**config.mk**
```make
export PLATFORM = sky130hd
export DESIGN_NAME = room_status_tx_flat
export DESIGN_NICKNAME = d
export VERILOG_FILES = /design/src/rtl/room_pkg.sv /design/src/rtl/room_status_tx_if.sv /design/src/rtl/room_byte_tx.sv /design/src/rtl/room_status_tx.sv /design/src/flat_wrapper.sv
export SDC_FILE = /design/constraint.sdc
export NUM_CORES = 1
export LEC_CHECK = 0
export CAP_MARGIN = 40
export CELL_PAD_IN_SITES_DETAIL_PLACEMENT = 1
export CELL_PAD_IN_SITES_GLOBAL_PLACEMENT = 1
export CORE_AREA = 2 2 105 107
export DETAILED_ROUTE_END_ITERATION = 8
export DIE_AREA = 0 0 107 109
export GPL_ROUTABILITY_DRIVEN = 1
export PLACE_DENSITY = 0.8
export SLEW_MARGIN = 20
export SYNTH_ARGS = -nofsm -noshare
export SYNTH_HDL_FRONTEND = slang
export SYNTH_HIERARCHICAL = 1
export SYNTH_SLANG_ARGS = --single-unit
export TNS_END_PERCENT = 5
```
**constraint.sdc**
```tcl
create_clock -name clk -period 3.9 [get_ports clk]
set_clock_uncertainty 0.1 [all_clocks]
set_input_delay 0.78 -clock clk [delete_from_list [all_inputs] [get_ports clk]]
set_output_delay 0.78 -clock clk [all_outputs]
set_load 0.005 [all_outputs]
```
**src/rtl/room_pkg.sv**
```systemverilog
// room_pkg: shared constants and state encoding for the room status transmitter
package room_pkg;
  localparam logic [7:0] SYNC_BYTE = 8'hA5;
  localparam int FRAME_BYTES = 8;
  localparam logic [2:0] LAST_BYTE = 3'(FRAME_BYTES - 1);
  typedef enum logic [1:0] {IDLE, START, DATA, STOP} state_t;
endpackage

```
**src/rtl/room_status_tx_if.sv**
```systemverilog
// room_status_tx_if: controller snapshot inputs and serial status outputs
interface room_status_tx_if;
  logic start;
  logic [7:0] lightson;
  logic [3:0] count;
  logic [3:0] countdown0, countdown1, countdown2, countdown3;
  logic [3:0] countdown4, countdown5, countdown6, countdown7;
  logic tx;
  logic busy;
  logic frame_done;
  modport master(
    output start, lightson, count,
    output countdown0, countdown1, countdown2, countdown3,
    output countdown4, countdown5, countdown6, countdown7,
    input tx, busy, frame_done
  );
  modport slave(
    input start, lightson, count,
    input countdown0, countdown1, countdown2, countdown3,
    input countdown4, countdown5, countdown6, countdown7,
    output tx, busy, frame_done
  );
endinterface

```
**src/rtl/room_byte_tx.sv**
```systemverilog
// room_byte_tx: 8N1 byte serializer, accepts the next byte in the last stop-bit cycle
module room_byte_tx
  import room_pkg::*;
#(
  parameter int unsigned CLKS_PER_BIT = 4
) (
  input  logic       clk,
  input  logic       rst,
  input  logic       load_i,
  input  logic [7:0] data_i,
  output logic       ready_o,
  output logic       tx_o,
  output logic       done_o
);
  state_t      state_q;
  logic [15:0] cnt_q;
  logic [2:0]  bit_q;
  logic [7:0]  sh_q;
  logic        tx_q;
  logic        tick;
  assign tick    = cnt_q == 16'(CLKS_PER_BIT - 1);
  assign done_o  = state_q == STOP && tick;
  assign ready_o = state_q == IDLE || done_o;
  assign tx_o    = tx_q;
  always_ff @(posedge clk or posedge rst)
    if (rst) begin
      state_q <= IDLE;
      cnt_q   <= '0;
      bit_q   <= '0;
      sh_q    <= '0;
      tx_q    <= 1'b1;
    end else if (load_i && ready_o) begin
      state_q <= START;
      cnt_q   <= '0;
      bit_q   <= '0;
      sh_q    <= data_i;
      tx_q    <= 1'b0;
    end else if (state_q != IDLE) begin
      cnt_q <= tick ? '0 : cnt_q + 16'd1;
      if (tick) begin
        if (state_q == START) begin
          state_q <= DATA;
          tx_q    <= sh_q[0];
          sh_q    <= sh_q >> 1;
        end else if (state_q == DATA && bit_q != 3'd7) begin
          bit_q <= bit_q + 3'd1;
          tx_q  <= sh_q[0];
          sh_q  <= sh_q >> 1;
        end else if (state_q == DATA) begin
          state_q <= STOP;
          tx_q    <= 1'b1;
        end else begin
          state_q <= IDLE;
        end
      end
    end
endmodule

```
**src/rtl/room_status_tx.sv**
```systemverilog
// room_status_tx: snapshots room state and sends it as an 8-byte checksummed 8N1 frame
module room_status_tx
  import room_pkg::*;
#(
  parameter int unsigned CLKS_PER_BIT = 4
) (
  input logic              clk,
  input logic              rst,
  room_status_tx_if.slave  bus
);
  logic [5:0][7:0] snap_q, snap_d;
  logic [7:0]      csum_q, csum_d, byte_d;
  logic [2:0]      idx_q;
  logic            active_q, pend_q, done_q, pend_d;
  logic            ser_done, ser_ready, go, nxt, frame_end, load;
  always_comb begin
    frame_end = ser_done && idx_q == LAST_BYTE;
    go        = frame_end ? (pend_q || bus.start) : (bus.start && !active_q);
    nxt       = ser_done && !frame_end;
    load      = ser_ready && (go || nxt);
    byte_d    = go ? SYNC_BYTE : idx_q == LAST_BYTE - 3'd1 ? csum_q : snap_q[idx_q];
    csum_d    = go ? 8'h00 : (nxt && idx_q != LAST_BYTE - 3'd1) ? csum_q ^ snap_q[idx_q] : csum_q;
    pend_d    = frame_end ? (pend_q && bus.start) : (pend_q || (bus.start && active_q));
    snap_d    = go ? {bus.countdown7, bus.countdown6, bus.countdown5, bus.countdown4,
                      bus.countdown3, bus.countdown2, bus.countdown1, bus.countdown0,
                      4'h0, bus.count, bus.lightson} : snap_q;
  end
  // idx_q names the byte on the wire; it wraps to 0 as the last byte finishes
  always_ff @(posedge clk or posedge rst)
    if (rst) begin
      snap_q   <= '0;
      csum_q   <= '0;
      idx_q    <= '0;
      active_q <= 1'b0;
      pend_q   <= 1'b0;
      done_q   <= 1'b0;
    end else begin
      snap_q   <= snap_d;
      csum_q   <= csum_d;
      idx_q    <= ser_done ? idx_q + 3'd1 : idx_q;
      active_q <= go ? 1'b1 : frame_end ? 1'b0 : active_q;
      pend_q   <= pend_d;
      done_q   <= frame_end;
    end
  assign bus.busy       = active_q;
  assign bus.frame_done = done_q;
  room_byte_tx #(.CLKS_PER_BIT(CLKS_PER_BIT)) u_byte (
    .clk    (clk),
    .rst    (rst),
    .load_i (load),
    .data_i (byte_d),
    .ready_o(ser_ready),
    .tx_o   (bus.tx),
    .done_o (ser_done)
  );
endmodule
```
**src/flat_wrapper.sv**
```systemverilog
// flat-port wrapper written by rule: the top's interface ports become plain ports
module room_status_tx_flat import room_pkg::*;
#(
  parameter int unsigned CLKS_PER_BIT = 4
)
  (clk, rst, bus_start, bus_lightson, bus_count, bus_countdown0, bus_countdown1, bus_countdown2, bus_countdown3, bus_countdown4, bus_countdown5, bus_countdown6, bus_countdown7, bus_tx, bus_busy, bus_frame_done);
  room_status_tx_if bus_i ();
  input logic clk;
  input logic rst;
  input wire logic [$bits(bus_i.start)-1:0] bus_start;
  input wire logic [$bits(bus_i.lightson)-1:0] bus_lightson;
  input wire logic [$bits(bus_i.count)-1:0] bus_count;
  input wire logic [$bits(bus_i.countdown0)-1:0] bus_countdown0;
  input wire logic [$bits(bus_i.countdown1)-1:0] bus_countdown1;
  input wire logic [$bits(bus_i.countdown2)-1:0] bus_countdown2;
  input wire logic [$bits(bus_i.countdown3)-1:0] bus_countdown3;
  input wire logic [$bits(bus_i.countdown4)-1:0] bus_countdown4;
  input wire logic [$bits(bus_i.countdown5)-1:0] bus_countdown5;
  input wire logic [$bits(bus_i.countdown6)-1:0] bus_countdown6;
  input wire logic [$bits(bus_i.countdown7)-1:0] bus_countdown7;
  output wire logic [$bits(bus_i.tx)-1:0] bus_tx;
  output wire logic [$bits(bus_i.busy)-1:0] bus_busy;
  output wire logic [$bits(bus_i.frame_done)-1:0] bus_frame_done;
  assign bus_i.start = bus_start;
  assign bus_i.lightson = bus_lightson;
  assign bus_i.count = bus_count;
  assign bus_i.countdown0 = bus_countdown0;
  assign bus_i.countdown1 = bus_countdown1;
  assign bus_i.countdown2 = bus_countdown2;
  assign bus_i.countdown3 = bus_countdown3;
  assign bus_i.countdown4 = bus_countdown4;
  assign bus_i.countdown5 = bus_countdown5;
  assign bus_i.countdown6 = bus_countdown6;
  assign bus_i.countdown7 = bus_countdown7;
  assign bus_tx = bus_i.tx;
  assign bus_busy = bus_i.busy;
  assign bus_frame_done = bus_i.frame_done;
  room_status_tx #(.CLKS_PER_BIT(CLKS_PER_BIT)) u_core (.clk(clk), .rst(rst), .bus(bus_i));
endmodule
```
==> reports/summary.txt, run 1 <==
status -> finished clean
register area -> 2200 µm²
Gate power share -> 0.067
hold worst-path end -> u_core/snap_q[11]
Nets -> 528
FFs & Latches -> 88
worst path required time -> 4.09 ns
clk root buf -> clkbuf_8
Post-Layout Cell Count -> 616
initial DRC count -> 191
Top cells by area -> dfrtp_1 47%, mux2_1 11%, o21ai_0 3.1%
Logic family by area -> AND-OR/OR-AND gates
Die Span X -> 107 µm
# IOs -> 50
Worst path top cell family by delay -> simple AND/OR/NAND/NOR gates
area figure in the yosys stat output -> 4670 µm²
cell chain of the critical path -> ha_1, nor4b_2, nand4_1, nor2_4, buf_4, nor2b_1, o21a_1, nand2b_2, nand4_1, or4_1, a21oi_1
Worst VDD drop -> 0.199 mV
WS Path Type -> flop to flop
WP depth -> 11
Yosys Instances -> 426
number of flip-flops in the largest register -> 44
Yosys warnings -> 6
Max Cap Viol -> 0
Pre-Repair DR Iteration Count -> 4
crit path from -> u_core/u_byte/cnt_q[0]
Critical Path AT -> 3.86 ns
crit path capture -> u_core/u_byte/cnt_q[12]
clk ins delay skew pair -> 0.37 ns
Main power group -> registers
worst-margin pin slew -> 0.718 ns
Die Height -> 109 µm
PwrDens -> 300 nW/µm²
largest class -> multi-input combinational cells
antenna violations before repair -> 0
post-cts gate resize count -> 0
Reg-to-Reg End -> u_core/u_byte/cnt_q[12]
startpoint types -> flop
GRT busiest layer -> met2
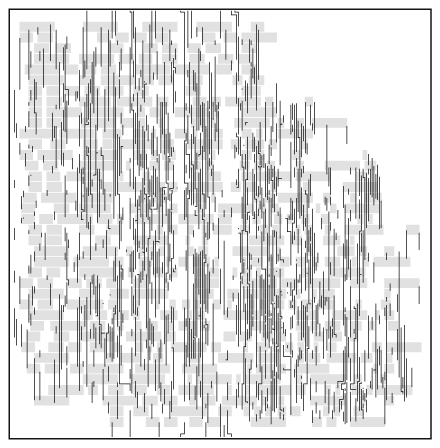
Run 1: M2 wires
share of all routed wire = 51%
wire length on this layer = 5810 µm
longest straight run = 42.8 µm
via count: 3649
M2 GR Usage: 0.369
final WL: 11.4 mm

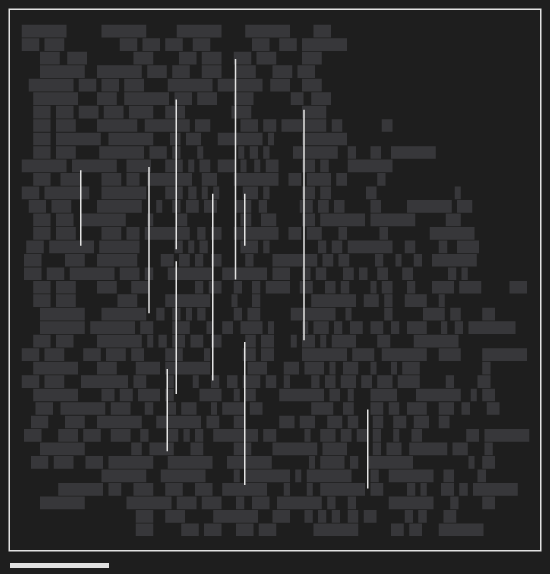
Run 1: signal wires on met4
Bar = 20 µm.
main direction = vertical
share of all routed wire = 2.6%
wire length on this layer = 299 µm

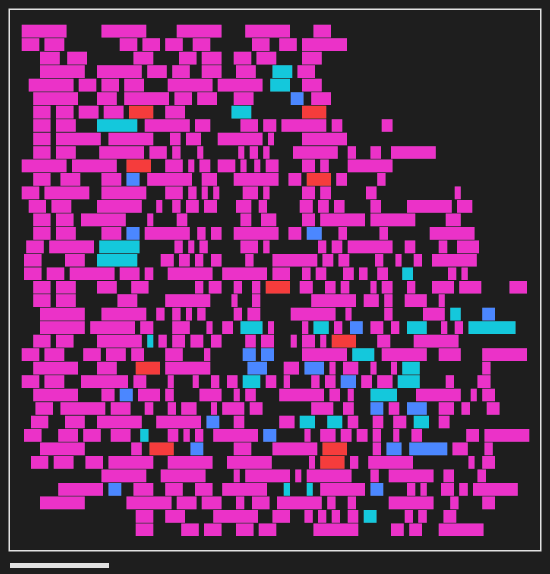
Run 1: cell sizes after repair
Bar = 20 µm.
red -> x6 and larger  # cells 10, share 2.1%
cyan -> x2  # cells 25, share 5.3%
blue -> x3 and x4  # cells 21, share 4.4%
magenta -> x1 and smaller  # cells 420, share 88%
bufs w/o clock: 60
Finished Cell Area: 5480 µm²

Run 1, signal wires by layer:
Only two layers are drawn.
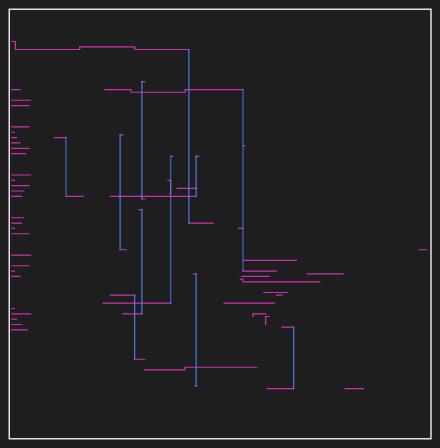

## Run 2: what changed since run 1
- MAX_ROUTING_LAYER: not set -> met4
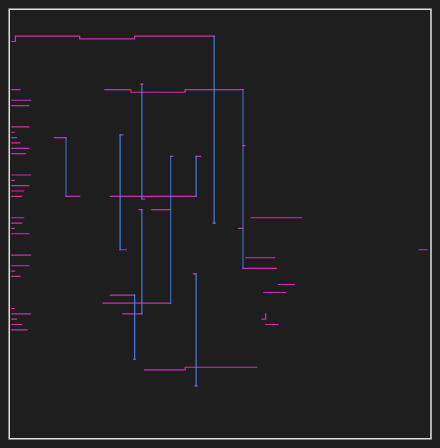
Run 2: signal wires by layer
Only two layers are drawn.
magenta -> M3  # wire length 314 µm
blue -> M4  # wire length 286 µm
final WL: 11.3 mm
via count: 3621
wire per inst: 18.4 µm
GRT Util Overall: 0.218

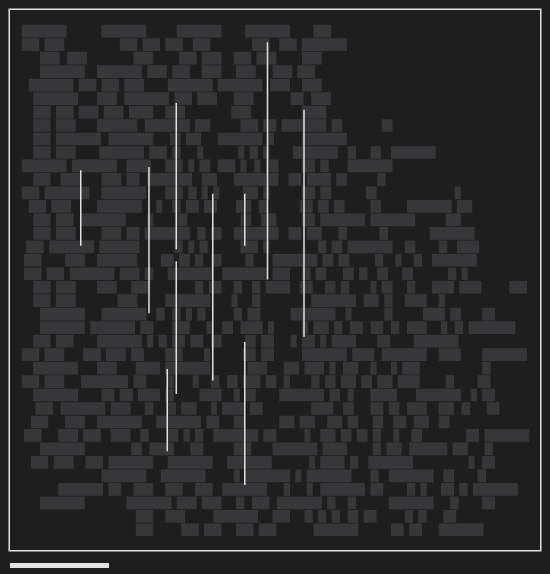
Run 2: signal wires on met4
Bar = 20 µm.
share of all routed wire = 2.5%
main direction = vertical

==> run 2 against run 1 <==
Net effect:
- cell area unchanged
- critical endpoint unchanged
- non-clock buffer count unchanged
- critical path type unchanged
- largest power group unchanged
- cell count unchanged
- hold slack about the same
- first-iteration DRC count down 1.6%
- register-to-register slack better by 0.02 ns
- synthesized cell count unchanged
- via count down 0.77%
==> reports/summary.txt, run 2 <==
status -> finished clean
Reg-to-Reg End -> u_core/u_byte/cnt_q[12]
Max Cap Viol -> 0 (unchanged)
Die Height -> 109 µm (unchanged)
Pre-Repair DR Iteration Count -> 4 (unchanged)
Critical Path AT -> 3.85 ns (about the same)
register area -> 2200 µm² (unchanged)
clk ins delay skew pair -> 0.37 ns (about the same)
Logic family by area -> AND-OR/OR-AND gates
Die Span X -> 107 µm (unchanged)
worst-margin pin slew -> 0.713 ns (-0.00588 ns)
Nets -> 528 (unchanged)
number of flip-flops in the largest register -> 44 (unchanged)
# IOs -> 50 (unchanged)
Finished Cell Area -> 5480 µm² (unchanged)
area figure in the yosys stat output -> 4670 µm² (unchanged)
crit path capture -> u_core/u_byte/cnt_q[12]
worst path required time -> 4.09 ns (about the same)
Worst VDD drop -> 0.199 mV (about the same)
crit path from -> u_core/u_byte/cnt_q[0]
largest class -> multi-input combinational cells
GRT busiest layer -> met2
hold worst-path end -> u_core/snap_q[11]
post-cts gate resize count -> 0 (unchanged)
Post-Layout Cell Count -> 616 (unchanged)
Main power group -> registers
FFs & Latches -> 88 (unchanged)
cell chain of the critical path -> ha_1, nor4b_2, nand4_1, nor2_4, buf_4, nor2b_1, o21a_1, nand2b_2, nand4_1, or4_1, a21oi_1
Gate power share -> 0.067 (about the same)
WS Path Type -> flop to flop
M2 GR Usage -> 0.369 (+0.000455)
clk root buf -> clkbuf_8
PwrDens -> 300 nW/µm² (+0.10%)
initial DRC count -> 188 (-1.6%)
antenna violations before repair -> 0 (unchanged)
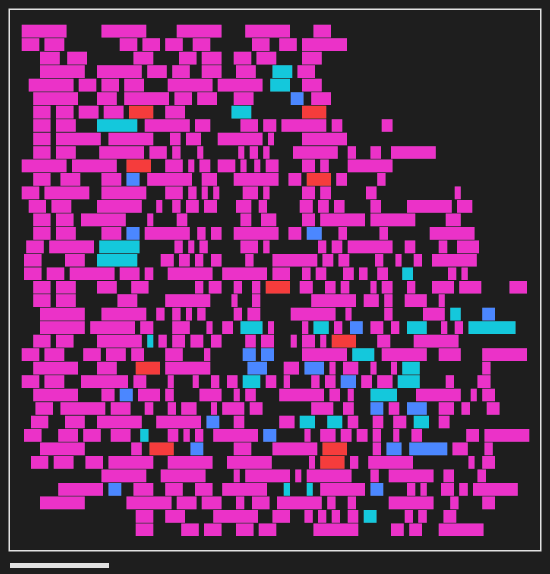
Run 2: cell sizes after repair
Bar = 20 µm.
blue -> x3 and x4  # cells 21, share 4.4%
magenta -> x1 and smaller  # cells 420, share 88%
cyan -> x2  # cells 25, share 5.3%
red -> x6 and larger  # cells 10, share 2.1%

Power and IR drop assume default switching activity.
